--- config.mk ---
export PLATFORM = sky130hd
export DESIGN_NAME = replace_num_sub
export DESIGN_NICKNAME = d
export VERILOG_FILES = /design/src/rtl/replace_num_sub.sv
export SDC_FILE = /design/constraint.sdc
export NUM_CORES = 1
export LEC_CHECK = 0
export CAP_MARGIN = 20
export CORE_UTILIZATION = 30
export CTS_CLUSTER_SIZE = 40
export DETAILED_ROUTE_END_ITERATION = 10
export PLACE_DENSITY = 0.61
export SYNTH_ARGS = -nofsm -noshare
export SYNTH_HDL_FRONTEND = slang
export SYNTH_SLANG_ARGS = --single-unit
--- constraint.sdc ---
create_clock -name clk_i -period 1.7 [get_ports clk_i]
set_input_delay 0.34 -clock clk_i [delete_from_list [all_inputs] [get_ports clk_i]]
set_output_delay 0.34 -clock clk_i [all_outputs]
set_load 0.03 [all_outputs]
--- src/rtl/replace_num_sub.sv ---
// Replacement-number reader: numbers accepted samples, does a clear-on-read lookup
// and forwards either the stored replacement or the original. Option: REPLACE_NUM_SUB_STATS_EN.
module replace_num_sub #(
    parameter int DATA_WIDTH = 8,
    parameter int ADDR_WIDTH = 8
) (
    input  logic                  clk_i,
    input  logic                  n_reset_i,
    input  logic                  run_i,
    input  logic                  restart_i,
    input  logic [DATA_WIDTH-1:0] in_data_i,
    input  logic                  in_valid_i,
    output logic                  in_ready_o,
    output logic [DATA_WIDTH-1:0] out_data_o,
    output logic                  out_valid_o,
    input  logic                  out_ready_i,
    output logic [ADDR_WIDTH-1:0] mem_rd_addr_o,
    output logic                  mem_rd_en_o,
    input  logic [DATA_WIDTH-1:0] mem_data_i,
    input  logic                  mem_valid_i
`ifdef REPLACE_NUM_SUB_STATS_EN
    ,
    output logic [15:0]           replaced_count_o
`endif
);

    typedef enum logic [1:0] {
        ST_IDLE   = 2'd0,
        ST_LOOKUP = 2'd1,
        ST_WAIT   = 2'd2,
        ST_OUTPUT = 2'd3
    } state_t;

    state_t                  state_q;
    logic                    in_ready_q;
    logic                    out_valid_q;
    logic [DATA_WIDTH-1:0]   out_data_q;
    logic [DATA_WIDTH-1:0]   sample_q;
    logic [ADDR_WIDTH-1:0]   mem_rd_addr_q;
    logic                    mem_rd_en_q;
    logic [ADDR_WIDTH-1:0]   seq_ctr_q;
    logic [ADDR_WIDTH-1:0]   seq_ctr_d;
    logic                    substitute;

    // Only meaningful in WAIT, when the memory is presenting the looked-up word.
    assign substitute = run_i && mem_valid_i;

    always_comb begin
        seq_ctr_d = seq_ctr_q;
        if (!run_i || restart_i) begin
            seq_ctr_d = '0;
        end else if (state_q == ST_WAIT) begin
            seq_ctr_d = seq_ctr_q + ADDR_WIDTH'(1);
        end
    end

    always_ff @(posedge clk_i or negedge n_reset_i) begin
        if (!n_reset_i) begin
            state_q       <= ST_IDLE;
            in_ready_q    <= 1'b0;
            out_valid_q   <= 1'b0;
            out_data_q    <= '0;
            sample_q      <= '0;
            mem_rd_addr_q <= '0;
            mem_rd_en_q   <= 1'b0;
            seq_ctr_q     <= '0;
        end else begin
            seq_ctr_q <= seq_ctr_d;
            case (state_q)
                ST_IDLE: begin
                    in_ready_q <= 1'b1;
                    if (in_valid_i && in_ready_q) begin
                        sample_q      <= in_data_i;
                        mem_rd_addr_q <= seq_ctr_q;
                        mem_rd_en_q   <= run_i;
                        in_ready_q    <= 1'b0;
                        state_q       <= ST_LOOKUP;
                    end
                end
                ST_LOOKUP: begin
                    mem_rd_en_q <= 1'b0;
                    state_q     <= ST_WAIT;
                end
                ST_WAIT: begin
                    out_data_q  <= substitute ? mem_data_i : sample_q;
                    out_valid_q <= 1'b1;
                    state_q     <= ST_OUTPUT;
                end
                ST_OUTPUT: begin
                    if (out_ready_i) begin
                        out_valid_q <= 1'b0;
                        in_ready_q  <= 1'b1;
                        state_q     <= ST_IDLE;
                    end
                end
                default: begin
                    state_q <= ST_IDLE;
                end
            endcase
        end
    end

    assign in_ready_o    = in_ready_q;
    assign out_valid_o   = out_valid_q;
    assign out_data_o    = out_data_q;
    assign mem_rd_addr_o = mem_rd_addr_q;
    assign mem_rd_en_o   = mem_rd_en_q;

`ifdef REPLACE_NUM_SUB_STATS_EN
    logic [15:0] replaced_count_q;
    logic [15:0] replaced_count_d;

    always_comb begin
        replaced_count_d = replaced_count_q;
        if (restart_i) begin
            replaced_count_d = '0;
        end else if ((state_q == ST_WAIT) && substitute && (replaced_count_q != 16'hFFFF)) begin
            replaced_count_d = replaced_count_q + 16'd1;
        end
    end

    always_ff @(posedge clk_i or negedge n_reset_i) begin
        if (!n_reset_i) begin
            replaced_count_q <= '0;
        end else begin
            replaced_count_q <= replaced_count_d;
        end
    end

    assign replaced_count_o = replaced_count_q;
`endif

endmodule

**Run 1: met2 routing**

Cells faint in the background.
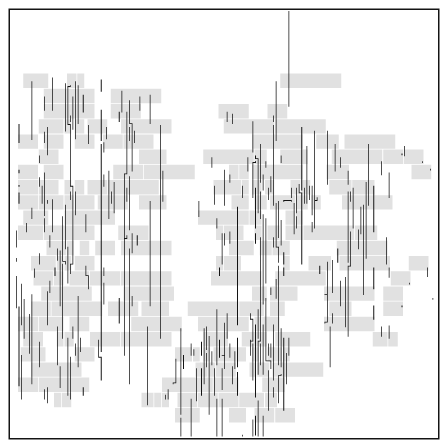
longest straight run = 38.1 um
wire length on this layer = 1,410 um
share of all routed wire = 45%
main direction = vertical
nets with wire on the layer = 168

**Run 1: met1 routing**

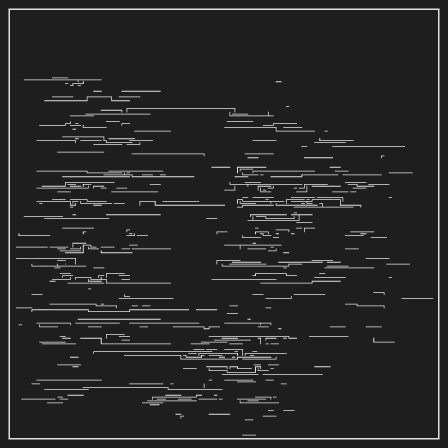
share of all routed wire = 48%
longest straight run = 21.2 um
nets with wire on the layer = 170
main direction = horizontal

==> results.cfg, run 1 <==
; synthesis and place-and-route metrics
[synthesis]
edf_count = 0
fp_nets = 161
topCellsByArea = dfrtp_1 55%, mux2_4 8.1%, mux2_2 6.1%
ys_area_sq_um = 1670
yosys_cells = 133
flop_cell = dfrtp_1
async_flop_share_pct = 100
xor_share_pct = 2.10
yosysTopAreaCellShare_pct = 55.5
ys_types = 27
synth_area_sq_um = 1670
top_cell = dfrtp_1
compound_area_share_pct = 6.52
syn_area_per_cell_sq_um = 12.5
synthMuxAreaShare_pct = 19.6
largest_area_cell = dfrtp_1
fa_ha_area_share_pct = 3.75
syn_inst = 133
logic_family = multiplexers
postSynthSeqShare_pct = 55.5
synth.cells.most_frequent = 37 x dfrtp_1, 17 x nor2_1, 12 x a21oi_1
ys_warn_count = 0
simple_gate_share_pct = 10.3
ys_ff = 37

[sta]
max_slew_margin_pct = 69.7
tightest_slew_ns = 0.454
hold_viol_final = 0
grt_setup_unrepaired = no
setup-violations-final = 0
whs_ns = 0.0914
finalClockPeriodUsage_pct = 96.9
setup_slack_ns = 0.0533
slew_viol_final = 0
period_needed_ns = 1.65
skew_ns = 0.00682
setup_tns_ns = 0
max_freq_mhz = 607

[detailed_routing]
routedWlPerCell_um = 12.5
antenna_left = 0
routed.top_layer = met4
via_per_inst = 4.54
first_iter_violations = 31
met3WireLength_um = 187
via_count = 1136
dr_wl_met2_mm = 1.41
finalWirelength_mm = 3.12
drc = 0
first_pass_iters = 4
met1_length_mm = 1.51

[layout]
diodes = 0
logic_area_sq_um = 704
final_util_pct = 43.9
n_fill_cell = 482
drive_above_1_share_pct = 17.8
flop_area_sq_um = 926
area_growth_pct = 37.9
stdcell_area_sq_um = 2300
layout.nets = 207
layout_top_cell = dfrtp_1
lay_top_cells = 37 x dfrtp_1, 29 x clkdlybuf4s50_1, 17 x nor2_1
instances_no_fill = 250

[pwr]
p_total_mw = 3.57
leakage_nw = 1.13
power.density_nw_per_um2 = 1550
irDropWorstVdd_uv = 796

[setup_path]
cp.required_ns = 1.36
cp_cell_sequence = clkdlybuf4s50_1
cp_slowest_cell = clkdlybuf4s50_1
critPathLaunchType = register
cp_max_fo = 2
endpoint_kind = output pin
critPathMaxStageDelay_ns = 0.67
crit_type = reg -> out
cp_num_buf_inv = 1
critPathTopFamily = buffers and inverters
critPathArrivalTime_ns = 1.31

[clock_tree]
numCtsBuffers = 5
cts_tree = yes
root_buffer = clkbuf_8
clk_pin_slew_ns = 0.07
clock_latency_ns = 0.28
cts_hold_buf = 0
cts_resized = 1
clock-sinks = 37
cts_setup_buffers = 0
htree_levels = 2
clk_path_buf_depth = 2

[global_route]
use_met3_pct = 4.67
grt_usage_pct = 11.9
grt_pass1_wl_mm = 5.46
antenna_found_initial = 0
grt_max_degree = 38
grt_busiest_layer = met2
grt_pass1_vias = 1152
grt.met2_usage_pct = 18.2
grt-ovfl-total = 0
met1_usage_pct = 15.7

[placement]
place_inst = 242
postPlaceCellArea_sq_um = 2160
port_buffers = 41
post-dp-hpwl_mm = 2.27
dp_slack_ns = 0.0154
place_congestion = 0.753

[flow_run]
cap_violations = 0
warnings = 29

[floorplan]
die_x_um = 76.6
ioPinCount = 42
fp_util_pct = 31.9
core_area_sq_um = 5240
chipArea_sq_um = 5870
die_height_um = 76.6
rows = 26

[outcome]
status = finished clean

[min_path]
worstHoldPathType = in -> async
**Run 1: wiring by layer**

Two of the layers only.
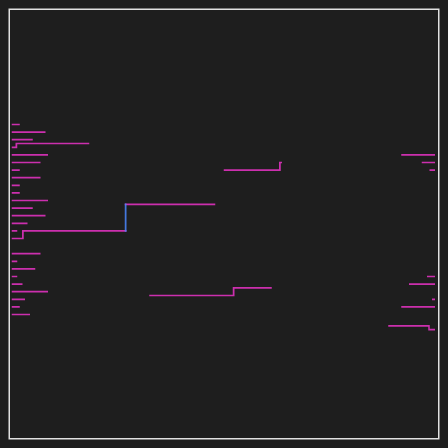
blue -> met4  # wire length 4.80 um
magenta -> met3  # wire length 187 um

==> run 1: worst paths after layout <==
| check | cells after the start | slack (ns) | to | startpoint |
|---|---|---|---|---|
| worst min-delay path | 2 | 0.09 | seq_ctr_q[7]$_DFFE_PN0P_ | n_reset_i |
| max in group asynchronous | 2 | 1.29 | seq_ctr_q[0]$_DFFE_PN0P_ | n_reset_i |
| worst max-delay path | 1 | 0.05 | mem_rd_addr_o[7] | mem_rd_addr_o[7]$_DFFE_PN0P_ |
| worst min register to register | 1 | 0.51 | mem_rd_addr_o[0]$_DFFE_PN0P_ | mem_rd_addr_o[0]$_DFFE_PN0P_ |
| min in group clk_i | 1 | 0.51 | mem_rd_addr_o[0]$_DFFE_PN0P_ | mem_rd_addr_o[0]$_DFFE_PN0P_ |
| worst max register to register | 5 | 0.18 | state_q[1]$_DFFE_PN0P_ | state_q[0]$_DFFE_PN0P_ |
==> run 1: cell type report <==
| class | instances | area share [%] |
|---|---|---|
| Multi-Input combinational cell | 88 | 30.6 |
| Inverter | 3 | 0.489 |
| Timing Repair Buffer | 44 | 19.6 |
| Clock inverter | 2 | 1.63 |
| Tap cell | 70 | 3.81 |
| Clock buffer | 6 | 3.59 |
| Sequential cell | 37 | 40.2 |
==> run 1: power by group <==
group          total (mW)  switching [mW]  internal [mW]
logic                1.46           0.746          0.711
registers            1.33           0.182           1.15
clock network       0.782           0.305          0.477
total                3.57            1.23           2.34
==> run 1: state kept, by name, indices dropped and copies added (netlist names) <==
| register | count |
|---|---|
| seq_ctr_q | 8 |
| sample_q | 8 |
| state_q | 2 |
| out_valid_o | 1 |
| in_ready_o | 1 |
| mem_rd_en_o | 1 |
| mem_rd_addr_o | 8 |
| out_data_o | 8 |
**Run 1: clock wiring as the flow saved it**

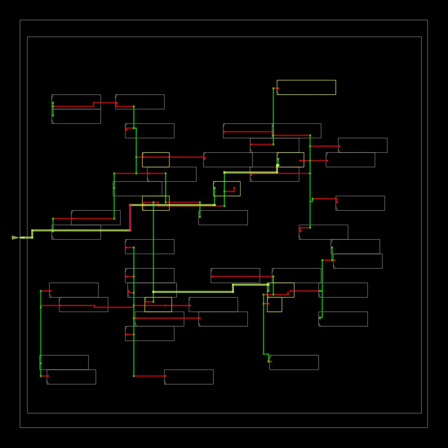

==> run 2, diff against run 1 <==
--- a/config.mk
+++ b/config.mk
@@ -10,6 +10,7 @@
 export CTS_CLUSTER_SIZE = 40
 export DETAILED_ROUTE_END_ITERATION = 10
 export PLACE_DENSITY = 0.61
+export RECOVER_POWER = 100
 export SYNTH_ARGS = -nofsm -noshare
 export SYNTH_HDL_FRONTEND = slang
 export SYNTH_SLANG_ARGS = --single-unit
**Run 2: clock wiring as the flow saved it**

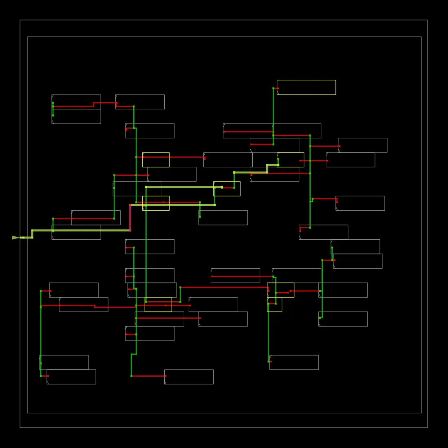
TritonCTS buffer count: 5
clock skew: 0.00747 ns
clock buffers: 6

**Run 2: met2 routing**

Cells faint in the background.
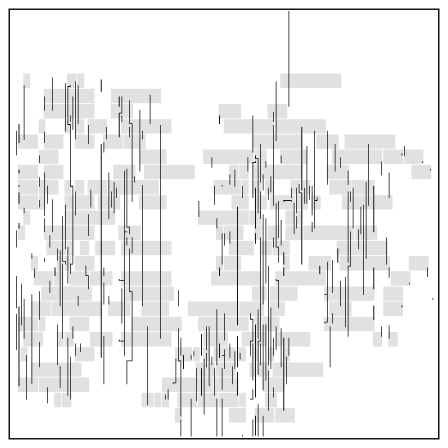
longest straight run = 38.1 um
main direction = vertical

**Run 2: wiring by layer**

Two of the layers only.
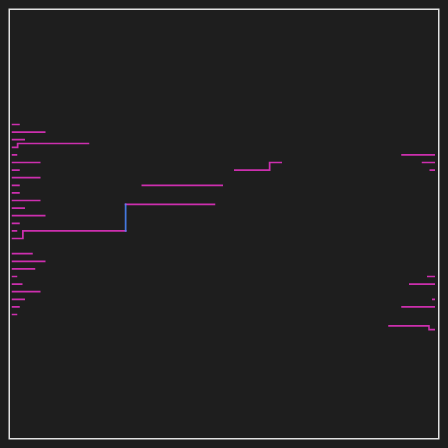
blue -> met4  # wire length 4.80 um
magenta -> met3  # wire length 166 um

==> run 2 against run 1 <==
- worst setup slack gained 0.0039 ns
- critical endpoint is now mem_rd_addr_o[1]
- final cell count stayed put
- clock power is essentially flat
- count of clock-buffer cells in the layout stayed put
==> results.cfg, run 2 <==
; synthesis and place-and-route metrics
[placement]
port_buffers = 41
place_inst = 242
place_congestion = 0.753
post-dp-hpwl_mm = 2.27
dp_slack_ns = 0.0154
postPlaceCellArea_sq_um = 2160

[floorplan]
die_height_um = 76.6
chipArea_sq_um = 5870
rows = 26
fp_util_pct = 31.9
ioPinCount = 42
die_x_um = 76.6
core_area_sq_um = 5240

[detailed_routing]
finalWirelength_mm = 3.11
antenna_left = 0
routed.top_layer = met4
dr_wl_met2_mm = 1.39
via_count = 1129
routedWlPerCell_um = 12.4
met1_length_mm = 1.54
met3WireLength_um = 165
via_per_inst = 4.52
first_iter_violations = 28
first_pass_iters = 4
drc = 0

[sta]
hold_viol_final = 0
grt_setup_unrepaired = no
finalClockPeriodUsage_pct = 96.6
whs_ns = 0.261
tightest_slew_ns = 0.901
setup_tns_ns = 0
period_needed_ns = 1.64
setup_slack_ns = 0.0573
max_slew_margin_pct = 39.9
max_freq_mhz = 609
slew_viol_final = 0
setup-violations-final = 0

[clock_tree]
cts_tree = yes
root_buffer = clkbuf_8
clk_pin_slew_ns = 0.07
cts_setup_buffers = 0
clock-sinks = 37
clk_path_buf_depth = 2
htree_levels = 2
clock_latency_ns = 0.28

[setup_path]
cp.depth = 1
r2r-end = state_q[1]$_DFFE_PN0P_
critPathArrivalTime_ns = 1.30
critPathLaunchType = register
crit_type = reg -> out
cp_num_buf_inv = 1
cp_cell_sequence = clkdlybuf4s50_1
cp_max_fo = 2
cp.required_ns = 1.36
rr_startpoint = state_q[0]$_DFFE_PN0P_
critPathMaxStageDelay_ns = 0.67
critPathTopFamily = buffers and inverters
endpoint_kind = output pin
cp_slowest_cell = clkdlybuf4s50_1
r2r_cells = 5
rrSetupSlack_ns = 0.16

[layout]
lay_top_cells = 37 x dfrtp_1, 29 x clkdlybuf4s50_1, 17 x nor2_1
flop_area_sq_um = 926
layout_top_cell = dfrtp_1
diodes = 0
n_fill_cell = 512
stdcell_area_sq_um = 2170
area_growth_pct = 30.2
logic_area_sq_um = 671
drive_above_1_share_pct = 12.2
layout.nets = 207
instances_no_fill = 250
final_util_pct = 41.5

[synthesis]
synth_area_sq_um = 1670
ys_warn_count = 0
ys_area_sq_um = 1670
postSynthSeqShare_pct = 55.5
async_flop_share_pct = 100
syn_area_per_cell_sq_um = 12.5
yosys_cells = 133
top_cell = dfrtp_1
ys_types = 27
largest_area_cell = dfrtp_1
yosysTopAreaCellShare_pct = 55.5
edf_count = 0
ys_ff = 37
syn_inst = 133
synth.cells.most_frequent = 37 x dfrtp_1, 17 x nor2_1, 12 x a21oi_1
flop_cell = dfrtp_1
fp_nets = 161
topCellsByArea = dfrtp_1 55%, mux2_4 8.1%, mux2_2 6.1%

[flow_run]
warnings = 29
cap_violations = 0

[outcome]
status = finished clean

[pwr]
p_total_mw = 3.34
irDropWorstVdd_uv = 723
leakage_nw = 0.975
power.density_nw_per_um2 = 1540

[global_route]
grt_max_degree = 38
grt_pass1_vias = 1152
grt_usage_pct = 11.9
grt_pass1_wl_mm = 5.46
grt-ovfl-total = 0
antenna_found_initial = 0

[min_path]
worstHoldPathType = in -> async
-- run 2: cell counts after synthesis --
No cell type changed its count.
-- run 2: kinds of logic after synthesis --
| group | share of synthesized area, % |
|---|---|
| flip-flops | 55.5 |
| multiplexers | 19.6 |
| buffers and inverters | 2.32 |
| AND/OR/NAND/NOR | 10.3 |
| XOR/XNOR | 2.10 |
| AND-OR/OR-AND | 6.52 |
| adder cells (fa/ha/maj) | 3.75 |
-- run 2: area by class of cell --
class / count / area share (%)
clock inverter: 2 / 1.73
inverter: 3 / 0.518
clock buffer: 6 / 3.80
timing repair buffer: 44 / 16.5
tap: 70 / 4.03
sequential: 37 / 42.6
multi-input combinational: 88 / 30.9
-- run 2: what timing repair did --
action	in CTS	in global routing
gates resized	1	10
endpoints found under the setup margin	1	10
hold buffers	0	0
endpoints found under the hold margin	0	0
-- run 2: how the worst max path moves through the flow --
stage / from / to
after floorplan: state_q[0]$_DFFE_PN0P_ / mem_rd_addr_o[7]$_DFFE_PN0P_
after global placement: in_valid_i / mem_rd_addr_o[7]$_DFFE_PN0P_
after detailed placement: in_valid_i / sample_q[6]$_DFFE_PN0P_
after CTS: mem_rd_en_o$_DFFE_PN0P_ / mem_rd_en_o
after global routing: mem_rd_addr_o[7]$_DFFE_PN0P_ / mem_rd_addr_o[7]
final: mem_rd_addr_o[1]$_DFFE_PN0P_ / mem_rd_addr_o[1]
-- run 2: power breakdown --
part	switching [mW]	total (mW)	internal, mW
registers	0.182	1.33	1.15
logic	0.740	1.23	0.486
clock network	0.303	0.780	0.477
total	1.22	3.34	2.11
-- run 2: per-layer routing --
metal / vias to the layer above / GRT usage [%]
met5: - / 0
met1: 531 / 15.7
li1: 559 / -
met4: 0 / 2.88
met2: 37 / 18.2
met3: 2 / 4.67
Power is estimated from default activity; no workload was simulated.
